[src/rtl/nbit_univ_reg_async_rst_if.sv]
// Control/data bundle for the universal register: the master drives operations
// and observes Q/SO/Z, and the slave (the register) does the reverse.
interface nbit_univ_reg_async_rst_if #(
  parameter int WIDTH = 8
) ();
  logic             CE;
  logic             SCLR;
  logic [2:0]       MODE;
  logic [WIDTH-1:0] D;
  logic             SIL;
  logic             SIR;
  logic [WIDTH-1:0] Q;
  logic             SO;
  logic             Z;

  modport master (
    output CE, SCLR, MODE, D, SIL, SIR,
    input  Q, SO, Z
  );

  modport slave (
    input  CE, SCLR, MODE, D, SIL, SIR,
    output Q, SO, Z
  );
endinterface

[src/rtl/nbit_univ_reg_async_rst.sv]
// WIDTH-bit universal register: load, shift/rotate both ways, increment/decrement,
// with a registered shift-out/carry bit and a zero flag decoded from Q.
module nbit_univ_reg_async_rst #(
  parameter int               WIDTH       = 8,
  parameter logic [WIDTH-1:0] RESET_VALUE = {WIDTH{1'b1}}
) (
  input logic                       clk,
  input logic                       R,
  nbit_univ_reg_async_rst_if.slave  bus
);

  typedef enum logic [2:0] {
    M_HOLD = 3'b000,
    M_LOAD = 3'b001,
    M_SHL  = 3'b010,
    M_SHR  = 3'b011,
    M_ROL  = 3'b100,
    M_ROR  = 3'b101,
    M_INC  = 3'b110,
    M_DEC  = 3'b111
  } mode_e;

  localparam logic [WIDTH:0] ONE_EXT = {{WIDTH{1'b0}}, 1'b1};

  logic [WIDTH-1:0] q_q, q_d;
  logic             so_q, so_d;
  mode_e            mode;

  assign mode = mode_e'(bus.MODE);

  always_comb begin
    q_d  = q_q;
    so_d = so_q;
    if (bus.SCLR) begin
      q_d  = '0;
      so_d = 1'b0;
    end else if (bus.CE) begin
      case (mode)
        M_HOLD: begin
          q_d  = q_q;
          so_d = so_q;
        end
        M_LOAD: begin
          q_d  = bus.D;
          so_d = 1'b0;
        end
        M_SHL: begin
          q_d  = {q_q[WIDTH-2:0], bus.SIL};
          so_d = q_q[WIDTH-1];
        end
        M_SHR: begin
          q_d  = {bus.SIR, q_q[WIDTH-1:1]};
          so_d = q_q[0];
        end
        M_ROL: begin
          q_d  = {q_q[WIDTH-2:0], q_q[WIDTH-1]};
          so_d = q_q[WIDTH-1];
        end
        M_ROR: begin
          q_d  = {q_q[0], q_q[WIDTH-1:1]};
          so_d = q_q[0];
        end
        // One extra bit on the adder: its MSB is the carry (inc) or borrow (dec).
        M_INC: {so_d, q_d} = {1'b0, q_q} + ONE_EXT;
        M_DEC: {so_d, q_d} = {1'b0, q_q} - ONE_EXT;
        default: begin
          q_d  = q_q;
          so_d = so_q;
        end
      endcase
    end
  end

  always_ff @(posedge clk or posedge R) begin
    if (R) begin
      q_q  <= RESET_VALUE;
      so_q <= 1'b0;
    end else begin
      q_q  <= q_d;
      so_q <= so_d;
    end
  end

  assign bus.Q  = q_q;
  assign bus.SO = so_q;
  assign bus.Z  = (q_q == '0);

endmodule

[src/flat_wrapper.sv]
// flat-port wrapper written by rule: the top's interface ports become plain ports
module nbit_univ_reg_async_rst_flat 
#(
  parameter int               WIDTH       = 8,
  parameter logic [WIDTH-1:0] RESET_VALUE = {WIDTH{1'b1}}
)
  (clk, R, bus_CE, bus_SCLR, bus_MODE, bus_D, bus_SIL, bus_SIR, bus_Q, bus_SO, bus_Z);
  nbit_univ_reg_async_rst_if #(.WIDTH(WIDTH)) bus_i ();
  input logic clk;
  input logic R;
  input wire logic [$bits(bus_i.CE)-1:0] bus_CE;
  input wire logic [$bits(bus_i.SCLR)-1:0] bus_SCLR;
  input wire logic [$bits(bus_i.MODE)-1:0] bus_MODE;
  input wire logic [$bits(bus_i.D)-1:0] bus_D;
  input wire logic [$bits(bus_i.SIL)-1:0] bus_SIL;
  input wire logic [$bits(bus_i.SIR)-1:0] bus_SIR;
  output wire logic [$bits(bus_i.Q)-1:0] bus_Q;
  output wire logic [$bits(bus_i.SO)-1:0] bus_SO;
  output wire logic [$bits(bus_i.Z)-1:0] bus_Z;
  assign bus_i.CE = bus_CE;
  assign bus_i.SCLR = bus_SCLR;
  assign bus_i.MODE = bus_MODE;
  assign bus_i.D = bus_D;
  assign bus_i.SIL = bus_SIL;
  assign bus_i.SIR = bus_SIR;
  assign bus_Q = bus_i.Q;
  assign bus_SO = bus_i.SO;
  assign bus_Z = bus_i.Z;
  nbit_univ_reg_async_rst #(.WIDTH(WIDTH), .RESET_VALUE(RESET_VALUE)) u_core (.clk(clk), .R(R), .bus(bus_i));
endmodule
[config.mk]
export PLATFORM = sky130hd
export DESIGN_NAME = nbit_univ_reg_async_rst_flat
export DESIGN_NICKNAME = d
export VERILOG_FILES = /design/src/rtl/nbit_univ_reg_async_rst_if.sv /design/src/rtl/nbit_univ_reg_async_rst.sv /design/src/flat_wrapper.sv
export SDC_FILE = /design/constraint.sdc
export NUM_CORES = 1
export LEC_CHECK = 0
export ABC_AREA = 0
export CAP_MARGIN = 20
export CORE_MARGIN = 3
export CORE_UTILIZATION = 45
export CTS_CLUSTER_DIAMETER = 200
export DETAILED_ROUTE_END_ITERATION = 10
export GPL_TIMING_DRIVEN = 1
export PLACE_DENSITY = 0.82
export SLEW_MARGIN = 40
export SYNTH_ARGS = -nofsm -noshare
export SYNTH_HDL_FRONTEND = slang
export SYNTH_SLANG_ARGS = --single-unit
[constraint.sdc]
create_clock -name clk -period 2.6 [get_ports clk]
set_clock_uncertainty 0.2 [all_clocks]
set_input_delay 0.26 -clock clk [delete_from_list [all_inputs] [get_ports clk]]
set_output_delay 0.26 -clock clk [all_outputs]
set_load 0.005 [all_outputs]
Cell sizes after repair:
Drawn at 8 px/µm.
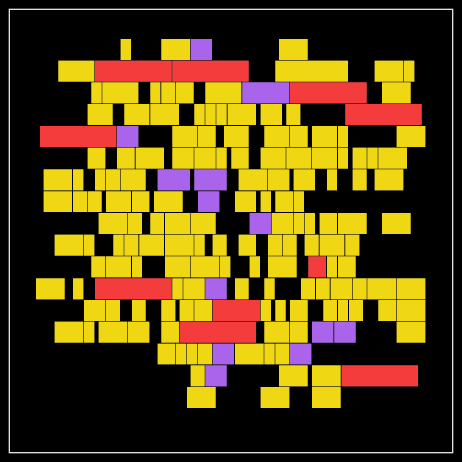
legend:
  red:
    size: x2
    cells: 10
    share: 5.8%
  yellow:
    size: x1 and smaller
    cells: 148
    share: 87%
  purple:
    size: x3 and x4
    cells: 13
    share: 7.6%

Cell placement:
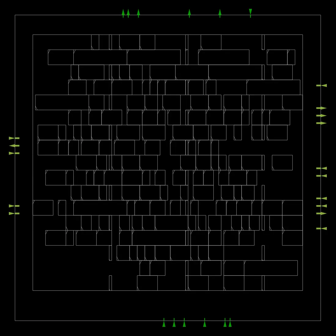
Tapcells: 28
end-of-flow core utilization: 62.4%
flop count: 9

Logic cells by family:
Drawn at 8 px/µm.
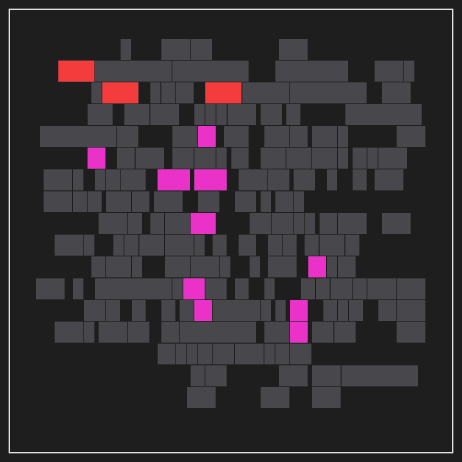
legend:
  red:
    family: fa/ha/maj cells
    cells: 3
    most_used: ha_1
  magenta:
    family: and/or cells
    cells: 10
    where: centre

==> qor.yml <==
timing:
  max_clock_freq_mhz: 399
  setup_ws_ps: 95.7
  hold_violations: 0
  tns_ps: 0
  rsz0062_at_grt: "false"
  setup_violations: 0
  final_max_slew_viol_count: 0
  tightest_slew_ps: 419
  holdWs_ps: 79.9
  finalClockPeriodUsage_pct: 96.3
die:
  fp.dieW_um: 55.2
  die-area_um2: 3050
  ioPinCount: 27
  core-area_um2: 2250
  rows: 17
  die_h_um: 55.2
  core_util_floorplan_pct: 48.4
global_route:
  grt_max_degree: 25
  grt_overflow: 0
  met1_usage_pct: 27.4
  use_met3_pct: 4.91
  met2_usage_pct: 32.9
  grt.busiest_layer: "met2"
  grt_pass1_vias: 1094
  grt_pass1_wl_um: 5200
  antenna_found_initial: 0
  grtUsageTotal_pct: 21.0
place:
  dp_hpwl_um: 2260
  placed_area_um2: 1360
  pre_cts_ws_ps: 217
  dp_cells: 194
  port_buffers: 26
  gp_congestion: 0.918
cells_and_area:
  seq_share_pct: 16.7
  buffers: 33
  clockNetworkAreaShare_pct: 1.87
  final_common_cell: "clkdlybuf4s50_1"
  finish.instance_area_um2: 1410
  largest_reg_flops: 8
  inverters: 7
  logic_area_um2: 772
  final_layout_size_suffix_gt1_share_pct: 13.5
  nNetsFinal: 192
  top_area_cell_class: "combinational gates"
  instances_no_fill: 199
  antenna_cells: 0
  nFillCells: 210
  regArea_um2: 235
  num-multi-input-gates: 118
  final_cell_mix: "clkdlybuf4s50_1 (26), a21oi_1 (16), nor2_1 (15)"
  sh_comb_area_pct: 54.8
  area_growth_pct: 29.0
  nClkBuffers: 4
setup_path:
  cp_data_arrival_time_ps: 2040
  worstPathMaxFanout: 11
  cp.depth: 4
  worstReg2RegEnd: "u_core.bus.Q[2]"
  cp_num_buf_inv: 1
  startpoint: "u_core.bus.Q[3]"
  rr_startpoint: "u_core.bus.Q[0]"
  cpLargestDelayFamily: "simple AND/OR/NAND/NOR gates"
  crit_type: "reg2out"
  cp_data_required_time_ps: 2140
  r2r_slack_ps: 470
  crit_path_end: "bus_Z"
  start_kind: "register"
  end_kind: "output port"
  r2r_cells: 7
  crit_chain: "or4_4, nor3_4, and2_1, clkdlybuf4s50_1"
synthesis:
  top_cells_by_area: "dfstp_2 (19%), a21oi_1 (7.3%), mux2i_1 (6.4%)"
  largest_area_cell: "dfstp_2"
  synthesis.instances: 150
  synth-xor-area-share_pct: 4.82
  synthFlopType: "dfstp_2"
  ys_sh_simple_pct: 26.0
  ys_sh_aoi_pct: 28.7
  avgSynthCellArea_um2: 7.27
  syn-cell-area_um2: 1090
  yosysTopAreaCellShare_pct: 19.3
  yosysMostFrequentCell: "a21oi_1"
  ys_area_um2: 1090
  synth.net_count: 170
  ys_seq_share_pct: 21.6
  edf_count: 0
  ys_sh_mux_pct: 6.42
  synth-async-reset-ratio_pct: 100
  ys_top_logic_family: "AND-OR/OR-AND gates"
  yosysUniqueCellTypes: 46
  ys_sh_adder_pct: 3.44
  synth_stat.cells: 150
  yosys_register_bits: 9
  synth_warnings: 0
  ys_top_cells_by_count: "a21oi_1 (16), nor2_1 (15), nand2_1 (12), o21ai_0 (10), clkbuf_1 (9)"
power_and_ir_drop:
  seq_power_mw: 0.185
  ir_worst_vdd_mv: 0.247
  p_leak_nw: 0.549
  pg_clk_mw: 0.122
  internal_power_mw: 0.333
  comb_power_share_pct: 41.4
  p_sw_share_pct: 36.3
  power_leader: "combinational logic"
  power_mw: 0.523
  power_density_nw_per_um2: 372
  p_seq_share_pct: 35.3
  pwr-share-clk_pct: 23.3
  power.combinational.total_mw: 0.217
  p_sw_mw: 0.190
worst_hold_path:
  hold_class: "in2async"
cts:
  cts_max_level: 1
  cts_sinks: 9
  clockBufferDepth: 2
  root_buffer: "clkbuf_4"
  cts_setup_buffers: 1
  postCtsHoldBufs: 0
  clk_latency_ps: 280
  numCtsBuffers: 3
  ctsResizeCount: 3
  clkTransAtPathRegs_ps: 70
  tritoncts: "yes"
drt:
  dr_wl_met3_um: 258
  dr_wl_met2_um: 1540
  met1Wirelength_um: 1300
  drc_errors: 0
  routed_wl_um: 3160
  first_pass_iters: 4
  route.vias.total: 1217
  wl_per_cell_um: 15.9
  dr.max_layer_used: "met4"
  drt_iter0_markers: 68
  ant_nets: 0
  via_per_inst: 6.12
status:
  outcome: "finished clean"
flow_run:
  warnings: 28
  maxCapViolations: 0
Power figures rest on the tool's default switching activity, not on a simulated workload.
